[config.mk]
export PLATFORM = sky130hd
export DESIGN_NAME = ysyx_23060025_clint
export DESIGN_NICKNAME = d
export VERILOG_FILES = /design/src/rtl/ysyx_23060025_clint_pkg.sv /design/src/rtl/ysyx_23060025_clint_timer.sv /design/src/rtl/ysyx_23060025_clint.sv
export SDC_FILE = /design/constraint.sdc
export NUM_CORES = 1
export LEC_CHECK = 0
export ABC_AREA = 0
export CAP_MARGIN = 5
export CELL_PAD_IN_SITES_DETAIL_PLACEMENT = 2
export CELL_PAD_IN_SITES_GLOBAL_PLACEMENT = 2
export CORE_UTILIZATION = 37
export DETAILED_ROUTE_END_ITERATION = 10
export PLACE_DENSITY = 0.91
export RECOVER_POWER = 25
export SYNTH_ARGS = -nofsm -noshare
export SYNTH_HDL_FRONTEND = slang
export SYNTH_SLANG_ARGS = --single-unit
export TNS_END_PERCENT = 5
[constraint.sdc]
create_clock -name clock -period 3.75 [get_ports clock]
set_input_delay 0.375 -clock clock [delete_from_list [all_inputs] [get_ports clock]]
set_output_delay 0.375 -clock clock [all_outputs]
set_load 0.005 [all_outputs]
[src/rtl/ysyx_23060025_clint_pkg.sv]
// Shared constants for the CLINT slave: register offsets, AXI responses, FSM encodings.
package ysyx_23060025_clint_pkg;

    localparam logic [15:0] CLINT_MTIME_LO_OFF = 16'hBFF8;
    localparam logic [15:0] CLINT_MTIME_HI_OFF = 16'hBFFC;

    localparam logic [1:0] AXI_RESP_OKAY   = 2'b00;
    localparam logic [1:0] AXI_RESP_SLVERR = 2'b10;

    localparam logic [0:0] CLINT_IDLE = 1'b0;
    localparam logic [0:0] CLINT_RESP = 1'b1;

    // Crossbar port selector that routes requests to this block.
    localparam logic [1:0] AXI_XBAR_CLINT = 2'd2;

endpackage

[src/rtl/ysyx_23060025_clint_timer.sv]
// Free-running 64-bit mtime counter.
// With CLINT_PRESCALE_EN defined, mtime advances once every PRESCALE cycles.
module ysyx_23060025_clint_timer #(
    parameter int PRESCALE = 8
) (
    input  logic        clock,
    input  logic        reset,
    output logic [63:0] mtime_o
);

    logic [63:0] mtime_q;
    logic        tick;

`ifdef CLINT_PRESCALE_EN
    localparam int PW = (PRESCALE > 2) ? $clog2(PRESCALE) : 1;

    logic [PW-1:0] pre_q;

    assign tick = (pre_q == PW'(PRESCALE - 1));

    always_ff @(posedge clock) begin
        if (reset) begin
            pre_q <= '0;
        end else if (tick) begin
            pre_q <= '0;
        end else begin
            pre_q <= pre_q + 1'b1;
        end
    end
`else
    assign tick = 1'b1;
`endif

    // Wraps silently from all-ones back to zero.
    always_ff @(posedge clock) begin
        if (reset) begin
            mtime_q <= '0;
        end else if (tick) begin
            mtime_q <= mtime_q + 64'd1;
        end
    end

    assign mtime_o = mtime_q;

endmodule

[src/rtl/ysyx_23060025_clint.sv]
// CLINT read slave behind the crossbar: serves mtime over AR/R with a hi snapshot.
// Build option: CLINT_PRESCALE_EN enables the mtime prescaler in the timer.
module ysyx_23060025_clint
    import ysyx_23060025_clint_pkg::*;
#(
    parameter int                  ADDR_LEN   = 32,
    parameter int                  DATA_LEN   = 32,
    parameter logic [ADDR_LEN-1:0] CLINT_BASE = 32'h0200_0000,
    parameter int                  PRESCALE   = 8
) (
    input  logic                clock,
    input  logic                reset,
    input  logic [ADDR_LEN-1:0] clint_addr_r_addr_i,
    input  logic                clint_addr_r_valid_i,
    output logic                clint_addr_r_ready_o,
    output logic [DATA_LEN-1:0] clint_r_data_o,
    output logic [1:0]          clint_r_resp_o,
    output logic                clint_r_valid_o,
    input  logic                clint_r_ready_i
);

    logic [63:0]         mtime;
    logic [31:0]         hi_shadow;
    logic [0:0]          state;
    logic [ADDR_LEN-1:0] offset;
    logic                in_window;
    logic                hit_lo;
    logic                hit_hi;

    ysyx_23060025_clint_timer #(
        .PRESCALE(PRESCALE)
    ) u_timer (
        .clock  (clock),
        .reset  (reset),
        .mtime_o(mtime)
    );

    assign offset    = clint_addr_r_addr_i - CLINT_BASE;
    assign in_window = (offset[ADDR_LEN-1:16] == '0);
    assign hit_lo    = in_window && (offset[15:0] == CLINT_MTIME_LO_OFF);
    assign hit_hi    = in_window && (offset[15:0] == CLINT_MTIME_HI_OFF);

    assign clint_addr_r_ready_o = (state == CLINT_IDLE) && !reset;
    assign clint_r_valid_o      = (state == CLINT_RESP);

    // A LO read snapshots the upper half so the following HI read is coherent.
    always_ff @(posedge clock) begin
        if (reset) begin
            state          <= CLINT_IDLE;
            hi_shadow      <= '0;
            clint_r_data_o <= '0;
            clint_r_resp_o <= AXI_RESP_OKAY;
        end else begin
            case (state)
                CLINT_IDLE: begin
                    if (clint_addr_r_valid_i && clint_addr_r_ready_o) begin
                        state <= CLINT_RESP;
                        if (hit_lo) begin
                            clint_r_data_o <= mtime[31:0];
                            clint_r_resp_o <= AXI_RESP_OKAY;
                            hi_shadow      <= mtime[63:32];
                        end else if (hit_hi) begin
                            clint_r_data_o <= hi_shadow;
                            clint_r_resp_o <= AXI_RESP_OKAY;
                        end else begin
                            clint_r_data_o <= '0;
                            clint_r_resp_o <= AXI_RESP_SLVERR;
                        end
                    end
                end
                CLINT_RESP: begin
                    if (clint_r_ready_i) begin
                        state <= CLINT_IDLE;
                    end
                end
            endcase
        end
    end

endmodule

==> flow_metrics.env, run 1 <==
# implementation run metrics
export IMPL_drc_errors=13
export IMPL_vias_per_cell=5.72
export IMPL_flop_cell="dfxtp_1"
export IMPL_postSynth_asyncResetShare=0
export IMPL_ys_warn_count=0
export IMPL_power_internal_mw=2.55
export IMPL_num_rows=44
export IMPL_wl_met3_um=877
export IMPL_dp_cells=843
export IMPL_p_comb_frac=0.033
export IMPL_largestClassByArea="logic gates"
export IMPL_inverters=9
export IMPL_finalWirelength_mm=19.4
export IMPL_cpLargestDelayFamily="simple AND/OR/NAND/NOR gates"
export IMPL_area_delta_synth_final_pct=25.2
export IMPL_hpwl_mm=12.4
export IMPL_power_density_nw_per_um2=461
export IMPL_grt_max_degree=101
export IMPL_num_vias=5002
export IMPL_place_gp_congestion=0.763
export IMPL_logic_area_um2=2860
export IMPL_tightest_slew_ps=2140
export IMPL_clockBufferCount=23
export IMPL_relSlewSlack=-0.426
export IMPL_violations="design-rule violations, max-capacitance violations, max-slew violations"
export IMPL_cts_resized=0
export IMPL_critical_path_slowest_cell="or4_1"
export IMPL_ys_sh_aoi=0.0952
export IMPL_netlist_area_um2=5640
export IMPL_drv_cap=1
export IMPL_finalCritPeriodShare=0.832
export IMPL_outcome="complete, but fails checks"
export IMPL_grt_ovfl_total=0
export IMPL_flop_count=130
export IMPL_cts_tree="done"
export IMPL_grt_util_met1=0.288
export IMPL_lay_top_count="dfxtp_1"
export IMPL_finalMaxSlewViolations=101
export IMPL_min_delay_path_class="flop to flop"
export IMPL_swShare=0.216
export IMPL_comb_cells=446
export IMPL_logic_family="simple AND/OR/NAND/NOR gates"
export IMPL_fmax_mhz=320
export IMPL_dp_slack_ps=203
export IMPL_power_switching_mw=0.702
export IMPL_warning_count=28
export IMPL_antenna_left=0
export IMPL_clock_cell_area_share=0.0872
export IMPL_crit_required_ps=4070
export IMPL_critPathBufInv=2
export IMPL_largest_reg_flops=64
export IMPL_dr_wl_met2_mm=10.3
export IMPL_crit_fanout=32
export IMPL_ys_seq_elements=130
export IMPL_fin_tns_setup_ps=0
export IMPL_irDropWorstVdd_mv=0.294
export IMPL_ios=72
export IMPL_worstSetupPathType="input port to flop"
export IMPL_antenna_found_initial=0
export IMPL_pwr_share_seq=0.428
export IMPL_ys_sh_mux=0.114
export IMPL_grt_pass1_wl_mm=31.3
export IMPL_drtIter0Drc=279
export IMPL_die_x_um=125
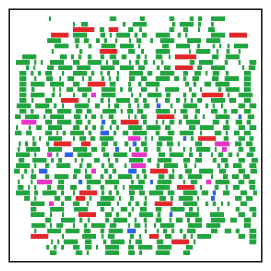
**Above:** run 1 (cell sizes after repair).
Drawn at 2 px/µm.
Red is drive 6 and up, cells 24, most used clkbuf_16. Green is drive 1 or less, cells 639, most used dfxtp_1. Magenta is drive 3 to 4, cells 12. Blue is drive 2, cells 16, most used nor2_2.

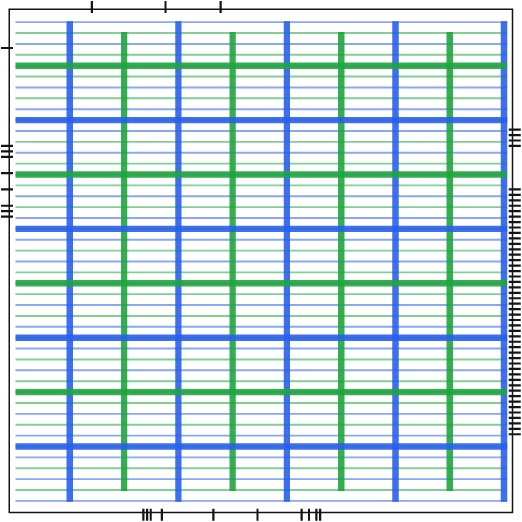
**Above:** run 1 (supply network).
Drawn at 4 px/µm. Pins as bars on the die edge.
Blue is VSS. Green is VDD.
72 signal pins sit on the boundary. The core has 44 rows. 9 straps on met4. 45 met1 rails follow the rows.

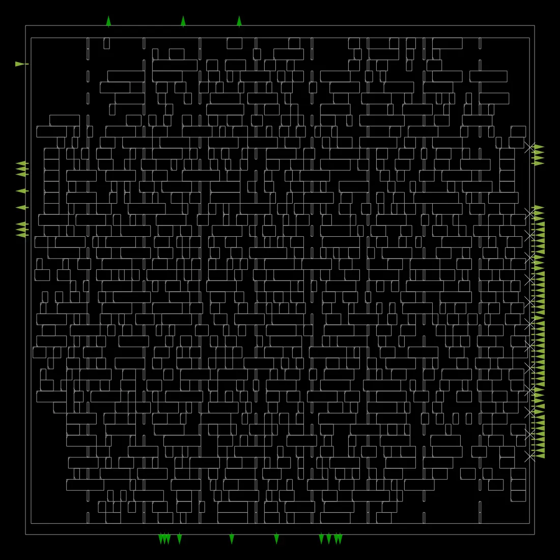
**Above:** run 1 (cell outlines without signal wires).
utilization after layout: 0.480
Filler Cell Count: 1549
core area: 14700 µm²
fin cells: 875

**Run 1: zoomed window**

Window x 38 to 88, y 63 to 113 µm. Cells in gray, sequential cells in the stronger gray; small squares are vias.
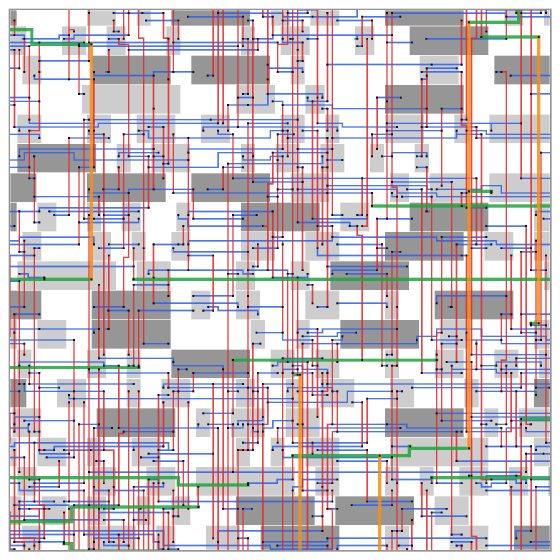

## Run 2: what changed since run 1
CORE_UTILIZATION = 34   (was 37)
PLACE_DENSITY = 0.85   (was 0.91)
clock period = 3.05 ns   (was 3.75 ns; I/O delays follow)
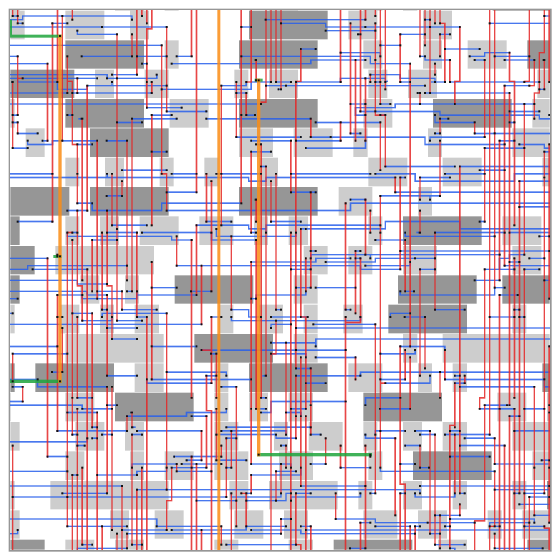
**Above:** run 2 (zoomed window).
Window x 40 to 90, y 67 to 117 µm. Cells in gray, sequential cells in the stronger gray; small squares are vias.
Orange is met4. Blue is met1. Green is met3. Red is met2.
124 logic cells have their middle in the window. Netlist names of flops here include u_timer.mtime_o (17), hi_shadow (4). Sequential cells in the window: 22. Most frequent: dfxtp_1 (22), nor2_1 (15), nand2_1 (12).

==> run 2 against run 1 <==
  * The flow finishes with violations (max-capacitance violations, max-slew violations)
  * Register-to-register slack got worse by 320 ps
  * Sequential share of layout area down 0.89 points
  * Sequential cell count unchanged
  * Wire length down 5.3%
  * Total power up 26%
  * Clock power is about 30% higher
  * Critical path depth rose by 2
  * Core utilization shrank 3.0 points
  * Critical path type unchanged
==> flow_metrics.env, run 2 <==
# implementation run metrics
export IMPL_outcome="complete, but fails checks"
export IMPL_violations="max-capacitance violations, max-slew violations"
export IMPL_cpLargestDelayFamily="simple AND/OR/NAND/NOR gates"
export IMPL_finalMaxSlewViolations=99
export IMPL_crit_fanout=32
export IMPL_crit_required_ps=3260
export IMPL_dr_wl_met2_mm=9.88
export IMPL_grt_ovfl_total=0
export IMPL_cts_resized=0
export IMPL_finalWirelength_mm=18.4
export IMPL_antenna_found_initial=0
export IMPL_irDropWorstVdd_mv=0.360
export IMPL_postSynth_asyncResetShare=0
export IMPL_die_x_um=131
export IMPL_ys_warn_count=0
export IMPL_drv_cap=1
export IMPL_critPathBufInv=3
export IMPL_p_comb_frac=0.032
export IMPL_lay_top_count="dfxtp_1"
export IMPL_drtIter0Drc=145
export IMPL_tightest_slew_ps=2050
export IMPL_antenna_left=0
export IMPL_ys_seq_elements=130
export IMPL_relSlewSlack=-0.364
export IMPL_ys_sh_aoi=0.0952
export IMPL_swShare=0.202
export IMPL_wl_met3_um=673
export IMPL_nFillCells=1662
export IMPL_dp_slack_ps=121
export IMPL_final_util=0.451
export IMPL_num_rows=46
export IMPL_ys_sh_mux=0.114
export IMPL_netlist_area_um2=5640
export IMPL_grt_max_degree=99
export IMPL_grt_util_met1=0.243
export IMPL_min_delay_path_class="input port to flop"
export IMPL_fmax_mhz=397
export IMPL_hpwl_mm=12.4
export IMPL_final_cell_count_no_fill=918
export IMPL_flop_count=130
export IMPL_fin_tns_setup_ps=0
**Run 2: cell sizes after repair**

Drawn at 2 px/µm.
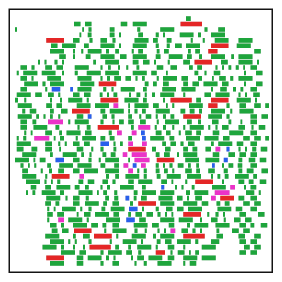

## Run 3: what changed since run 2
CORE_UTILIZATION = 31   (was 34)
PLACE_DENSITY = 0.82   (was 0.85)
clock period = 2.2 ns   (was 3.05 ns; I/O delays follow)
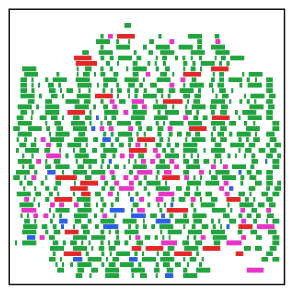
**Above:** run 3 (cell sizes after repair).
Drawn at 2 px/µm.
Blue is drive 2, cells 22, most used dfxtp_2. Green is drive 1 or less, cells 629, most used dfxtp_1. Red is drive 6 and up, cells 28, most used clkbuf_16. Magenta is drive 3 to 4, cells 71, most used buf_4.

==> run 3 against run 2 <==
  * The flow finishes with violations (negative setup slack)
  * Design area up 6.5%
  * Core utilization fell by 1.1 points
  * Clock power grew 27%
  * Sequential cell count is the same
  * Clock skew decreased by 2.4 ps
  * Final cell count increased by 6.2%
  * Die size up 9.5%
  * Global-route usage fell by 0.43 points
  * Non-clock buffer count grew 50
  * Count of clock-buffer cells in the layout increased by 1
==> flow_metrics.env, run 3 <==
# implementation run metrics
export IMPL_antenna_left=0
export IMPL_hold_path_startpoint="reset"
export IMPL_core_area_um2=17500
export IMPL_ys_sh_mux=0.114
export IMPL_nFillCells=1866
export IMPL_power_internal_mw=4.29
export IMPL_grt_pass1_wl_mm=31.7
export IMPL_postSynth_asyncResetShare=0
export IMPL_ios=72
export IMPL_setup_slack_ps=-28.9
export IMPL_cts_hold_buffers=0
export IMPL_area_delta_synth_final_pct=36.6
export IMPL_seq_cell_power_mw=2.37
export IMPL_cts_resized=4
export IMPL_largest_reg_flops=64
export IMPL_hpwl_mm=13.1
export IMPL_grt_max_degree=59
export IMPL_pwr_share_seq=0.435
export IMPL_crit_fanout=11
export IMPL_edf_count=0
export IMPL_largestClassByArea="logic gates"
export IMPL_power_density_nw_per_um2=708
export IMPL_clockBufferDepth=2
export IMPL_syn_nets=656
export IMPL_swShare=0.214
export IMPL_warning_count=28
export IMPL_cts_tree="done"
export IMPL_logic_area_um2=2940
export IMPL_num_rows=48
export IMPL_worstSetupPathType="flop to flop"
export IMPL_p_comb_frac=0.036
export IMPL_period_needed_ps=2230
export IMPL_min_delay_path_class="input port to flop"
export IMPL_tightest_slew_ps=1230
export IMPL_drv_cap=0
export IMPL_outcome="complete, but fails checks"
export IMPL_ys_sh_aoi=0.0952
export IMPL_fin_area_um2=7700
export IMPL_clock_cell_area_share=0.0749
export IMPL_final_cell_count_no_fill=975
export IMPL_dp_slack_ps=-566
export IMPL_synth_adder_area_share=0.00444
export IMPL_ys_cells=618
export IMPL_finalWirelength_mm=21.1
export IMPL_grt_util_met1=0.243
export IMPL_clockBufferCount=24
export IMPL_flop_cell="dfxtp_1"
export IMPL_fin_tns_setup_ps=-58.0
export IMPL_final_util=0.439
export IMPL_logic_family="simple AND/OR/NAND/NOR gates"
export IMPL_crit_required_ps=2430
export IMPL_wl_met3_um=925
export IMPL_dr_wl_met2_mm=11.1
export IMPL_grt_pass1_vias=5890
export IMPL_finalMaxSlewViolations=0
export IMPL_irDropWorstVdd_mv=0.503
export IMPL_inverters=9
export IMPL_place_gp_congestion=0.828
export IMPL_antenna_found_initial=0
export IMPL_drc_errors=0
export IMPL_hold_depth=2
export IMPL_critPathBufInv=2
export IMPL_power_switching_mw=1.16
export IMPL_p_leak_nw=2.87
export IMPL_comb_cells=446
export IMPL_netlist_area_um2=5640
export IMPL_ys_seq_elements=130
export IMPL_drtIter0Drc=270
export IMPL_chip_area_um2=18700
export IMPL_synth_area_top_cells="dfxtp_1 46%, mux2i_1 11%, nor2_1 4.9%, o21ai_0 4.0%, nand2_1 3.9%"
export IMPL_finalCritPeriodShare=1.01
export IMPL_grt_busiest_layer="met2"
export IMPL_cpLargestDelayFamily="simple AND/OR/NAND/NOR gates"
export IMPL_vias_per_cell=5.39
export IMPL_lay_top_count="dfxtp_1"
export IMPL_relSlewSlack=0.180
export IMPL_grt_ovfl_total=0
export IMPL_die_x_um=137
export IMPL_fmax_mhz=449
export IMPL_critical_path_slowest_cell="nor4_4"
export IMPL_num_vias=5251
export IMPL_violations="negative setup slack"
export IMPL_ys_warn_count=0
export IMPL_setup_viol=3
export IMPL_flop_count=130
export IMPL_dp_cells=940

## Gallery

Routed metal per tile.
(a)
Drawn at 3 px/µm. 26 x 26 tiles, from dark purple (low) to yellow (high), scaled to the fullest tile. Values are wire area over tile area, all layers added.
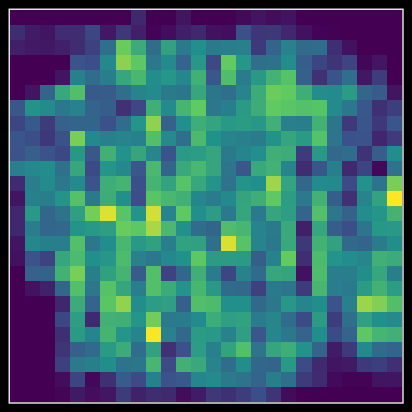
(b)
Drawn at 3 px/µm. 27 x 27 tiles, from dark purple (low) to yellow (high), scaled to the fullest tile. Values are wire area over tile area, all layers added.
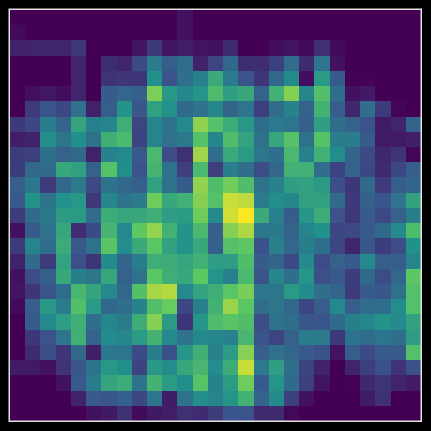
(c)
Drawn at 3 px/µm. 25 x 25 tiles, from dark purple (low) to yellow (high), scaled to the fullest tile. Values are wire area over tile area, all layers added.
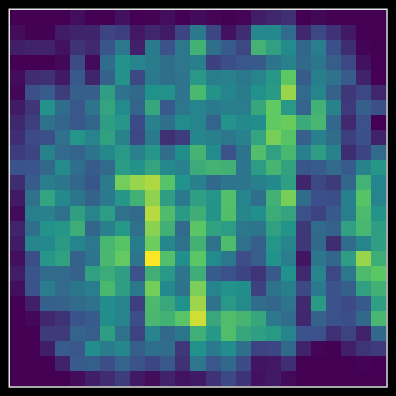
- run 2 = (a)
- run 3 = (b)
- run 1 = (c)

Key to (c):
9.1% of the tiles are nearly empty. The densest ninth of the die: center. The emptiest ninth of the die: upper left. 24% of the tiles are over half the peak. The mean over all tiles is 0.19.

Power figures rest on the tool's default switching activity, not on a simulated workload.
